**src/rtl/ect_pkg.sv**
```systemverilog
`default_nettype none
// ============================================================================
//  Module      : ect_pkg
//  Description : Shared definitions for the eddy-current excitation and
//                receive paths: ADC code format, sampling state encoding and
//                the sampling-window test.
//  Revision    : 1.0 - initial release
// ============================================================================
package ect_pkg;

    // ADC sample width and the offset-binary code that represents zero
    localparam int                ADC_W     = 14;
    localparam logic [ADC_W-1:0]  ZERO_CODE = 14'h2000;

    // Sampling state encoding, shared with the excitation-side counter
    typedef enum logic [1:0] {
        ST_IDLE  = 2'd0,
        ST_WAIT  = 2'd1,
        ST_ACCUM = 2'd2
    } state_t;

    // Window test done in 9 bits so start + num cannot wrap past 255
    function automatic logic in_window(
        input logic [7:0] pcnt,
        input logic [7:0] start,
        input logic [7:0] num
    );
        logic [8:0] w_pc;
        logic [8:0] w_lo;
        logic [8:0] w_hi;
        begin
            w_pc = {1'b0, pcnt};
            w_lo = {1'b0, start};
            w_hi = {1'b0, start} + {1'b0, num};
            in_window = (w_pc >= w_lo) && (w_pc < w_hi);
        end
    endfunction

endpackage
`default_nettype wire

```
**src/rtl/ect_sample_accum_ob2tc.sv**
```systemverilog
`default_nettype none
// ============================================================================
//  Module      : ob2tc
//  Description : Offset-binary ADC code to sign-extended two's complement.
//                Flipping the MSB (XOR with the zero code) re-centres the
//                code on zero; the result is then sign-extended to OUT_W.
//  Revision    : 1.0 - initial release
// ============================================================================
module ob2tc
    import ect_pkg::*;
#(
    parameter int OUT_W = 32
)(
    input  logic [ADC_W-1:0]        i_code,
    output logic signed [OUT_W-1:0] o_value
);

    logic [ADC_W-1:0] w_tc;

    // Re-centre the offset-binary code: 0x2000 -> 0, 0x3FFF -> +8191, 0x0000 -> -8192
    assign w_tc = i_code ^ ZERO_CODE;

    generate
        if (OUT_W > ADC_W) begin : g_extend
            assign o_value = {{(OUT_W-ADC_W){w_tc[ADC_W-1]}}, w_tc};
        end else begin : g_direct
            assign o_value = w_tc[OUT_W-1:0];
        end
    endgenerate

endmodule
`default_nettype wire

```
**src/rtl/ect_sample_accum.sv**
```systemverilog
`default_nettype none
// ============================================================================
//  Module      : ect_sample_accum
//  Description : Receive-side sample accumulator. Sums ADC samples while the
//                excitation period index lies inside the sampling window and
//                hands one result per switch cycle to the readout over a
//                valid/ready handshake, flagging overwritten results.
//  Revision    : 1.0 - initial release
// ============================================================================
module ect_sample_accum
    import ect_pkg::*;
#(
    parameter logic [7:0] SampleStart = 8'd2,
    parameter logic [7:0] SampleNum   = 8'd4,
    parameter int         AccW        = 32,
    parameter int         CntW        = 16
)(
    input  logic              Clk,
    input  logic              Rst,
    input  logic              EnExcit,
    input  logic [7:0]        periodCnt,
    input  logic [ADC_W-1:0]  AdcData,
    input  logic              AdcValid,
    output logic [AccW-1:0]   Result,
    output logic [CntW-1:0]   ResCnt,
    output logic              ResValid,
    input  logic              ResReady,
    output logic              Overrun
);

    // ------------------------------------------------------------------------
    // Internal state
    // ------------------------------------------------------------------------
    state_t             r_state;
    logic [AccW-1:0]    r_acc;
    logic [CntW-1:0]    r_cnt;
    logic               r_en_d;

    logic               w_inwin;
    logic [AccW-1:0]    w_sample;
    logic               w_cnt_full;
    logic               w_load;
    logic               w_en_rise;
    logic               w_accept;

    // ------------------------------------------------------------------------
    // Sample conversion
    // ------------------------------------------------------------------------
    ob2tc #(
        .OUT_W (AccW)
    ) u_ob2tc (
        .i_code  (AdcData),
        .o_value (w_sample)
    );

    // ------------------------------------------------------------------------
    // Combinational decode
    // ------------------------------------------------------------------------
    assign w_inwin    = in_window(periodCnt, SampleStart, SampleNum);
    assign w_cnt_full = &r_cnt;

    // A window closes on the first out-of-window cycle while accumulating;
    // an excitation drop in that same cycle takes precedence and discards it.
    assign w_load     = (r_state == ST_ACCUM) && EnExcit && !w_inwin;
    assign w_en_rise  = EnExcit && !r_en_d;
    assign w_accept   = ResValid && ResReady;

    // Previous excitation enable, used to find 0->1 transitions
    always_ff @(posedge Clk or negedge Rst) begin
        if (!Rst) begin
            r_en_d <= 1'b0;
        end else begin
            r_en_d <= EnExcit;
        end
    end

    // Sampling state machine with accumulator and sample counter
    always_ff @(posedge Clk or negedge Rst) begin
        if (!Rst) begin
            r_state <= ST_IDLE;
            r_acc   <= '0;
            r_cnt   <= '0;
        end else if (!EnExcit) begin
            // Excitation stopped: drop any partial window without a result
            r_state <= ST_IDLE;
            r_acc   <= '0;
            r_cnt   <= '0;
        end else begin
            case (r_state)
                ST_IDLE: begin
                    r_state <= ST_WAIT;
                    r_acc   <= '0;
                    r_cnt   <= '0;
                end

                ST_WAIT: begin
                    if (w_inwin) begin
                        // Window entry cycle: its sample already counts
                        r_state <= ST_ACCUM;
                        if (AdcValid) begin
                            r_acc <= w_sample;
                            r_cnt <= CntW'(1);
                        end else begin
                            r_acc <= '0;
                            r_cnt <= '0;
                        end
                    end else begin
                        r_acc <= '0;
                        r_cnt <= '0;
                    end
                end

                ST_ACCUM: begin
                    if (!w_inwin) begin
                        // Exit cycle: sum is handed over, this cycle's sample is dropped
                        r_state <= ST_WAIT;
                        r_acc   <= '0;
                        r_cnt   <= '0;
                    end else if (AdcValid && !w_cnt_full) begin
                        // Saturated counter freezes both the count and the sum
                        r_acc <= r_acc + w_sample;
                        r_cnt <= r_cnt + CntW'(1);
                    end
                end

                default: begin
                    r_state <= ST_IDLE;
                    r_acc   <= '0;
                    r_cnt   <= '0;
                end
            endcase
        end
    end

    // Result register, valid/ready handshake and sticky overrun flag
    always_ff @(posedge Clk or negedge Rst) begin
        if (!Rst) begin
            Result   <= '0;
            ResCnt   <= '0;
            ResValid <= 1'b0;
            Overrun  <= 1'b0;
        end else begin
            if (w_load) begin
                Result   <= r_acc;
                ResCnt   <= r_cnt;
                ResValid <= 1'b1;
                // Only an unconsumed result being replaced counts as overrun
                if (ResValid && !ResReady) begin
                    Overrun <= 1'b1;
                end
            end else if (w_accept) begin
                ResValid <= 1'b0;
            end

            // Re-enabling excitation starts a fresh measurement run
            if (w_en_rise) begin
                Overrun <= 1'b0;
            end
        end
    end

endmodule
`default_nettype wire

```
**config.mk**
```make
export PLATFORM = sky130hd
export DESIGN_NAME = ect_sample_accum
export DESIGN_NICKNAME = d
export VERILOG_FILES = /design/src/rtl/ect_pkg.sv /design/src/rtl/ect_sample_accum_ob2tc.sv /design/src/rtl/ect_sample_accum.sv
export SDC_FILE = /design/constraint.sdc
export NUM_CORES = 1
export LEC_CHECK = 0
export CORE_ASPECT_RATIO = 0.75
export CORE_UTILIZATION = 56
export DETAILED_ROUTE_END_ITERATION = 8
export HOLD_SLACK_MARGIN = 0.12
export PLACE_DENSITY = 0.81
export SYNTH_ARGS = -nofsm -noshare
export SYNTH_HDL_FRONTEND = slang
export SYNTH_SLANG_ARGS = --single-unit
```
**constraint.sdc**
```tcl
create_clock -name Clk -period 3.29 [get_ports Clk]
set_input_delay 0.658 -clock Clk [delete_from_list [all_inputs] [get_ports Clk]]
set_output_delay 0.658 -clock Clk [all_outputs]
set_load 0.005 [all_outputs]
```
**Run 1: placed standard cells**

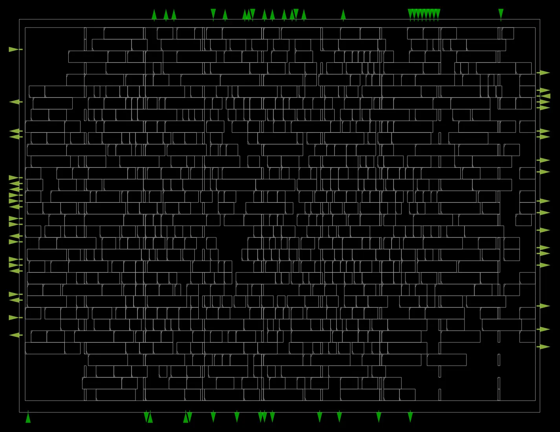
number of fillers in the final layout: 694
share of cell area taken by flip-flops and latches: 33.1%
Std-Cell Rows: 32

**Run 1: wires at chosen ports, followed through buffers**

Scale: 4 px per µm.
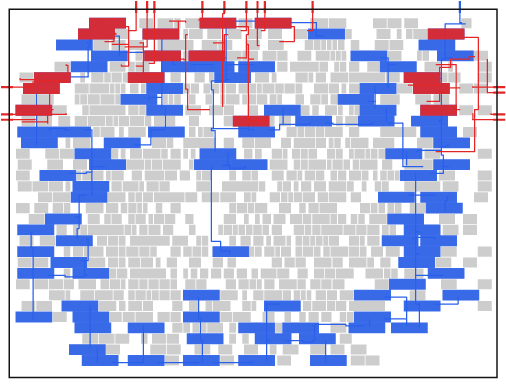
Rst -> blue  # bits 1, direction input, edge north, end cells 101, wire 677 µm
ResCnt -> red  # bits 16, direction output, edge 9 north, 4 east, 3 west, end cells 16, wire 395 µm
Port Buf Inserts: 75
number of top-level design ports: 77

**Run 1: clock network drawn from the DEF**

Scale: 2 px per µm.
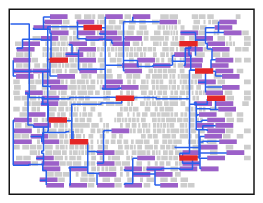
clock wires -> blue  # length 1250 µm
flip-flops -> purple  # count 101
clock-net drivers -> red  # count 9
flops lie = widely spread
routed clock nets = 10
clock distribution power: 1.08 mW
Clk network pwr share: 42.2%
Insertion Delay late pin: 0.36 ns

run 1: final cells by class:
class / instances / area (µm²) / share of cell area, %
clock buffer: 13 / 280 / 3.67
clock inverter: 3 / 26.3 / 0.344
inverter: 17 / 63.8 / 0.835
multi-input combinational: 448 / 3290 / 43.0
sequential: 101 / 2530 / 33.1
tap: 136 / 170 / 2.23
timing repair buffer: 144 / 1280 / 16.8
run 1: where the power goes:
group	switching, mW	total [mW]	internal (mW)	leakage (nW)
clock network	0.479	1.08	0.602	0.152
registers	0.00277	1.25	1.24	1.41
logic	0.133	0.235	0.102	2.08
total	0.615	2.56	1.95	3.64
run 1: routing by layer:
layer	global-route usage, %	share of wire [%]
met1	39.0	45
met2	45.3	47
met3	5.78	6.1
met4	11.8	2.4
met5	0	0
==> impl_results.rst, run 1 <==
Synthesis and place-and-route
=============================

.. list-table::
   :header-rows: 1

   * - Metric
     - Value
   * - Status
     - complete, no violations
   * - Share of the cycle needed by the critical path after routing
     - 96.5%
   * - Congestion Overflow GR
     - 0
   * - Most frequent cells after synthesis
     - 101 x dfrtp_1, 53 x a21oi_1, 46 x mux2_2, 37 x nor2_1, 36 x ha_1
   * - Cells resized by post-CTS repair
     - 0
   * - Setup repair after global routing missed its margin
     - false
   * - Total of endpoints with negative setup slack in the final report
     - 0
   * - End of the critical path
     - r_acc[31]
   * - Number of buffers on the longest clock path
     - 2
   * - Final hold violation count
     - 0
   * - Number of clock sinks
     - 101
   * - Last weighted congestion value of the routability-driven placer
     - around 0.94
   * - Number of max-slew violations in the final report
     - 0
   * - Worst Setup End Kind
     - register
   * - Dominant kind of combinational cell
     - AND-OR/OR-AND gates
   * - Floorplan core area
     - between 10000 and 15000 µm²
   * - Tot GR Track Use
     - approximately 29%
   * - Simple-gate share of the synthesized area
     - between 10 and 15%
   * - Floorplan die width
     - roughly 120 µm
   * - Antenna Diode Count
     - 0
   * - Time the final worst path needs with I/O delays and setup
     - 3.17 ns
   * - Smallest setup slack after layout
     - between 0.1 and 0.15 ns
   * - Synth unique cells
     - approximately 63
   * - Number of design-rule violations left by the first detailed-router iteration
     - around 390
   * - Vias after detailed routing
     - about 5.2k
   * - Total clock buffers created by CTS
     - 9
   * - CTS tree
     - done
   * - Largest delay contributor family on the critical path
     - AND-OR/OR-AND gates
   * - Area fraction in full adders, half adders and majority gates
     - between 7 and 8%
   * - Total negative setup slack
     - 0 ns
   * - Share of synthesized area occupied by flip-flops and latches
     - between 40% and 50%
   * - Ratio of cells with drive above 1 in the final layout
     - 21.6%
   * - CTS HTree Levels
     - 3
   * - Number of buffers inserted by hold repair at cts
     - 0
   * - Pin count of the biggest net entering global routing
     - 55
   * - F_max
     - around 0.32 GHz
   * - Crit path launch type
     - input pin
   * - Largest type area fraction
     - between 40 and 50%
   * - Wire per inst
     - about 18 µm
   * - Clock transition at the registers of the reported paths
     - around 0.07 ns
   * - Power Dens Cells
     - between 300 and 400 nW/µm²
   * - Post-CTS setup buffer count
     - 0
   * - Chip area estimate from yosys synthesis
     - about 6000 µm²
   * - Top area cells in the synthesized netlist
     - dfrtp_1 42%, mux2_2 8.6%, ha_1 7.5%
   * - Worst hold slack after final layout
     - just over 0.3 ns
   * - Actual slew at the worst max-slew pin
     - 0.595 ns
   * - Worst reg2reg startpoint
     - r_acc[0]
   * - Predominant post-synthesis flop cell
     - dfrtp_1
   * - Total power consumption of the routed design
     - ~2.6 mW
   * - Hold crit path type
     - in -> async
   * - Worst R2R Setup Slack
     - ~0.43 ns
   * - Init Core Util
     - about 58%
   * - Number of cell instances after yosys synthesis
     - 595
   * - Wire length of the first global-routing pass
     - 25000 µm
   * - Skew final
     - around 0.0076 ns
   * - Total die size
     - 11100 µm²
   * - Post-layout net count
     - a little under 800
   * - Post-synthesis xor/xnor area fraction
     - under 10%
   * - Vias in the first global route
     - 5091
   * - Most frequent logic cell in the layout
     - dfrtp_1
   * - EDFF count, synth
     - 0
   * - Total routed wirelength
     - between 15000 and 20000 µm
   * - Vias/cell
     - approximately 6.1
   * - Post-layout utilization of the core
     - 73.7%
   * - Worst slew margin
     - between 60% and 70%
   * - Maxcap violations
     - 0
   * - Critical path data arrival time
     - approximately 3.4 ns
   * - Top cell type by total area after synthesis
     - dfrtp_1
   * - Area delta synth->final
     - 27.2%
   * - Post-DP HPWL
     - 11300 µm
   * - Cell chosen for the clock root
     - clkbuf_16
   * - Initial antenna violation count
     - 0
   * - DRC violations left
     - 0
   * - Worst Path Buf+Inv
     - 3
   * - Non-filler cells in the finished layout
     - ~860
   * - Biggest regs
     - Result x32, r_acc x32
   * - Peak VDD IR
     - between 0.2 and 0.3 mV
   * - Crit path max-delay cell type
     - clkdlybuf4s50_1
   * - Share of async-settable or async-resettable flops after synthesis
     - 100%
   * - Warnings, synthesis
     - 0
   * - Worst slack, placed
     - -0.362 ns
   * - Leak Pwr
     - 3.64 nW
   * - Mux contribution to synthesized area
     - a little under a tenth
   * - Instance count after placement with tap cells included
     - about 850
   * - Length of the first detailed-routing pass in iterations
     - 4
   * - Synthesized area per cell
     - between 10 and 15 µm²
   * - Nets at Floorplan
     - roughly 660
   * - Number of warnings in the stage logs
     - 30
   * - Peak per-stage delay on the critical path
     - approximately 0.52 ns
   * - Reg-to-reg endpoint
     - r_acc[30]
   * - Cell depth of the worst setup path
     - 13
**Run 1: cell classes on the final placement**

Scale: 2 px per µm.
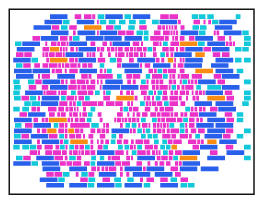

--- run 2 (diff from run 1) ---
--- a/config.mk
+++ b/config.mk
@@ -8,8 +8,10 @@
 export CORE_ASPECT_RATIO = 0.75
 export CORE_UTILIZATION = 56
 export DETAILED_ROUTE_END_ITERATION = 8
+export GPL_ROUTABILITY_DRIVEN = 0
 export HOLD_SLACK_MARGIN = 0.12
 export PLACE_DENSITY = 0.81
+export RECOVER_POWER = 100
 export SYNTH_ARGS = -nofsm -noshare
 export SYNTH_HDL_FRONTEND = slang
 export SYNTH_SLANG_ARGS = --single-unit
**Run 2: cell classes on the final placement**

Scale: 2 px per µm.
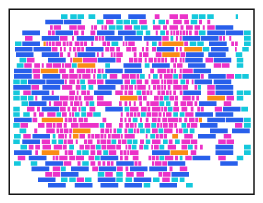
remaining buffers and delay cells -> cyan  # cells 144, share of their area 17%
remaining logic cells -> magenta  # cells 465, share of their area 45%
clock drivers and dummy loads -> orange  # cells 16, share of their area 4.4%
sequential cells -> blue  # cells 101, share of their area 34%
Finished Cell Area: 7580 µm²
floorplan core area: 10400 µm²
share of cell area taken by flip-flops and latches: 33.3%
post-layout utilization of the core: 73.1%

**Run 2: clock network drawn from the DEF**

Scale: 2 px per µm.
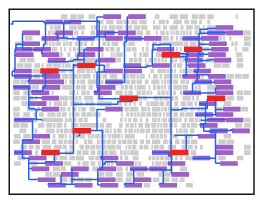
flip-flops -> purple  # count 101
clock-net drivers -> red  # count 9
clock wires -> blue  # length 1220 µm
flops lie = widely spread
routed clock nets = 10
Insertion Delay late pin: 0.35 ns
clock distribution power: 1.16 mW
Clk network pwr share: 43.9%
skew final: 0.00623 ns

==> impl_results.rst, run 2 <==
Synthesis and place-and-route
=============================

.. list-table::
   :header-rows: 1

   * - Metric
     - Value
   * - Share of async-settable or async-resettable flops after synthesis
     - 100%
   * - Met1 track demand over resource
     - between 40% and 50%
   * - Simple-gate share of the synthesized area
     - approximately an eighth
   * - Warnings, synthesis
     - 0
   * - DRC violations left
     - 0
   * - Worst Path Buf+Inv
     - 2
   * - Relative contribution of sequential cells to total power
     - 47.3%
   * - Worst R2R Setup Slack
     - 0.22 ns
   * - Post-layout net count
     - about 790
   * - Area fraction in full adders, half adders and majority gates
     - 7.83%
   * - Length of the first detailed-routing pass in iterations
     - 5
   * - Number of max-slew violations in the final report
     - ~43
   * - Initial antenna violation count
     - 0
   * - Comb area share
     - around 43%
   * - Total routed wirelength
     - roughly 15000 µm
   * - Final hold violation count
     - 0
   * - Worst slew margin
     - -51.9%
   * - Worst hold slack after final layout
     - a little under 0.5 ns
   * - Total negative setup slack
     - 0 ns
   * - Total power consumption of the routed design
     - ~2.6 mW
   * - Antenna Diode Count
     - 0
   * - Largest type area fraction
     - a little over two fifths
   * - Peak per-stage delay on the critical path
     - about 0.50 ns
   * - Post-DP HPWL
     - about 11000 µm
   * - Wire length of the first global-routing pass
     - between 20000 and 30000 µm
   * - Ratio of cells with drive above 1 in the final layout
     - slightly above 20%
   * - Synth unique cells
     - around 63
   * - Power dissipated in combinational cells
     - approximately 0.23 mW
   * - Worst slack, placed
     - -0.407 ns
   * - Maxcap violations
     - 1
   * - Init Core Util
     - between 50% and 60%
   * - Crit path max-delay cell type
     - clkdlybuf4s50_1
   * - Vias/cell
     - 6.09
   * - CTS tree
     - done
   * - Sw Share
     - a little under a quarter
   * - Logic pwr share
     - 8.8%
   * - Top cell category
     - logic gates
   * - Number of design-rule violations left by the first detailed-router iteration
     - approximately 370
   * - Most frequent logic cell in the layout
     - dfrtp_1
   * - Clock transition at the registers of the reported paths
     - about 0.070 ns
   * - Share of synthesized area occupied by flip-flops and latches
     - 42.1%
   * - Biggest regs
     - Result x32, r_acc x32
   * - Number of top-level design ports
     - roughly 77
   * - Total of endpoints with negative setup slack in the final report
     - 0
   * - Area delta synth->final
     - 26.2%
   * - Combinational gate area
     - around 3200 µm²
   * - Pin count of the biggest net entering global routing
     - 43
   * - Number of clock buffer instances in the layout
     - 11
   * - Internal power of the cells
     - 2.03 mW
   * - Seq Cell Count
     - around 100
   * - Vias in the first global route
     - roughly 5.2k
   * - Violations in the final reports
     - max-capacitance violations, max-slew violations
   * - Most frequent cells after synthesis
     - 101 x dfrtp_1, 53 x a21oi_1, 46 x mux2_2, 37 x nor2_1, 36 x ha_1
   * - Hold crit path type
     - reg -> reg
   * - Number of fillers in the final layout
     - approximately 700
   * - Post-synthesis xor/xnor area fraction
     - 3.50%
   * - Number of warnings in the stage logs
     - 30
   * - Smallest setup slack after layout
     - 0.112 ns
   * - Time the final worst path needs with I/O delays and setup
     - between 3 and 4 ns
   * - Wire per inst
     - about 18 µm
   * - Critical path data arrival time
     - between 3 and 4 ns
   * - Std-Cell Rows
     - 32
   * - Most used routing layer
     - met2
   * - Worst reg2reg startpoint
     - r_cnt[0]
   * - Vias after detailed routing
     - 5247
   * - Leak Pwr
     - between 3 and 4 nW
   * - Clock tree cell share of total cell area
     - 4.29%
   * - Number of non-clock buffers in the layout
     - between 100 and 150
   * - Power Sequential
     - approximately 1.3 mW
   * - F_max
     - 0.315 GHz
   * - CTS HTree Levels
     - 3
   * - Number of clock sinks
     - between 100 and 150
   * - Tot GR Track Use
     - just under 30%
   * - Buffer share of cell area
     - 16.5%
   * - Global-route track usage on met3
     - under 10%
   * - Instance count after placement with tap cells included
     - ~840
   * - Status
     - finished with violations
   * - Peak VDD IR
     - around 0.33 mV
   * - End of the critical path
     - r_acc[30]
   * - Largest delay contributor family on the critical path
     - simple AND/OR/NAND/NOR gates
   * - M2 GR Usage
     - 45.8%
   * - Floorplan die width
     - approximately 120 µm
   * - Switching pwr
     - 0.602 mW
   * - Mi-comb count
     - ~450
   * - Actual slew at the worst max-slew pin
     - between 2 and 2.5 ns
   * - Cell chosen for the clock root
     - clkbuf_16
**Run 2: wires at chosen ports, followed through buffers**

Scale: 4 px per µm.
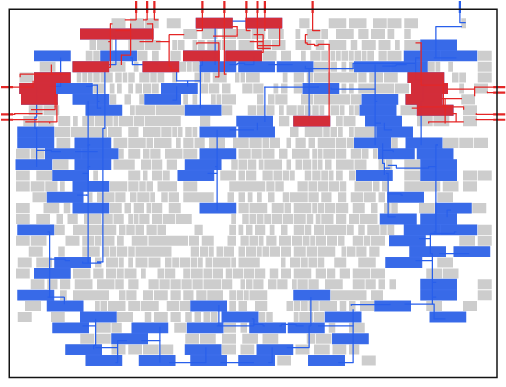
ResCnt -> red  # bits 16, direction output, edge 9 north, 4 east, 3 west, end cells 16, wire 340 µm
Rst -> blue  # bits 1, direction input, edge north, end cells 101, wire 735 µm

[run 2: cell types whose count changed in the layout (fill, tap and decap cells not counted), sizes merged]
cell and delta:
bufinv +2, dlymetal6s2s -1, dlygate4sd2 +1, dlygate4sd3 +52, buf -6, clkdlybuf4s50 -52, clkbuf +4
[run 2: what timing repair did]
| item | CTS | global route |
|---|---|---|
| endpoints found under the setup margin | 2 | 5 |
| setup buffers | 2 | 1 |
| pin swaps | 1 | 5 |
| gates cloned | 0 | 0 |
| resized | 2 | 5 |
[run 2: per-layer routing]
metal | up-vias | part of all wire, %
met5 | - | 0
met4 | 0 | 1.9
met3 | 30 | 5.8
met2 | 216 | 47
met1 | 2544 | 46
li1 | 2457 | -
Power is estimated from default activity; no workload was simulated.
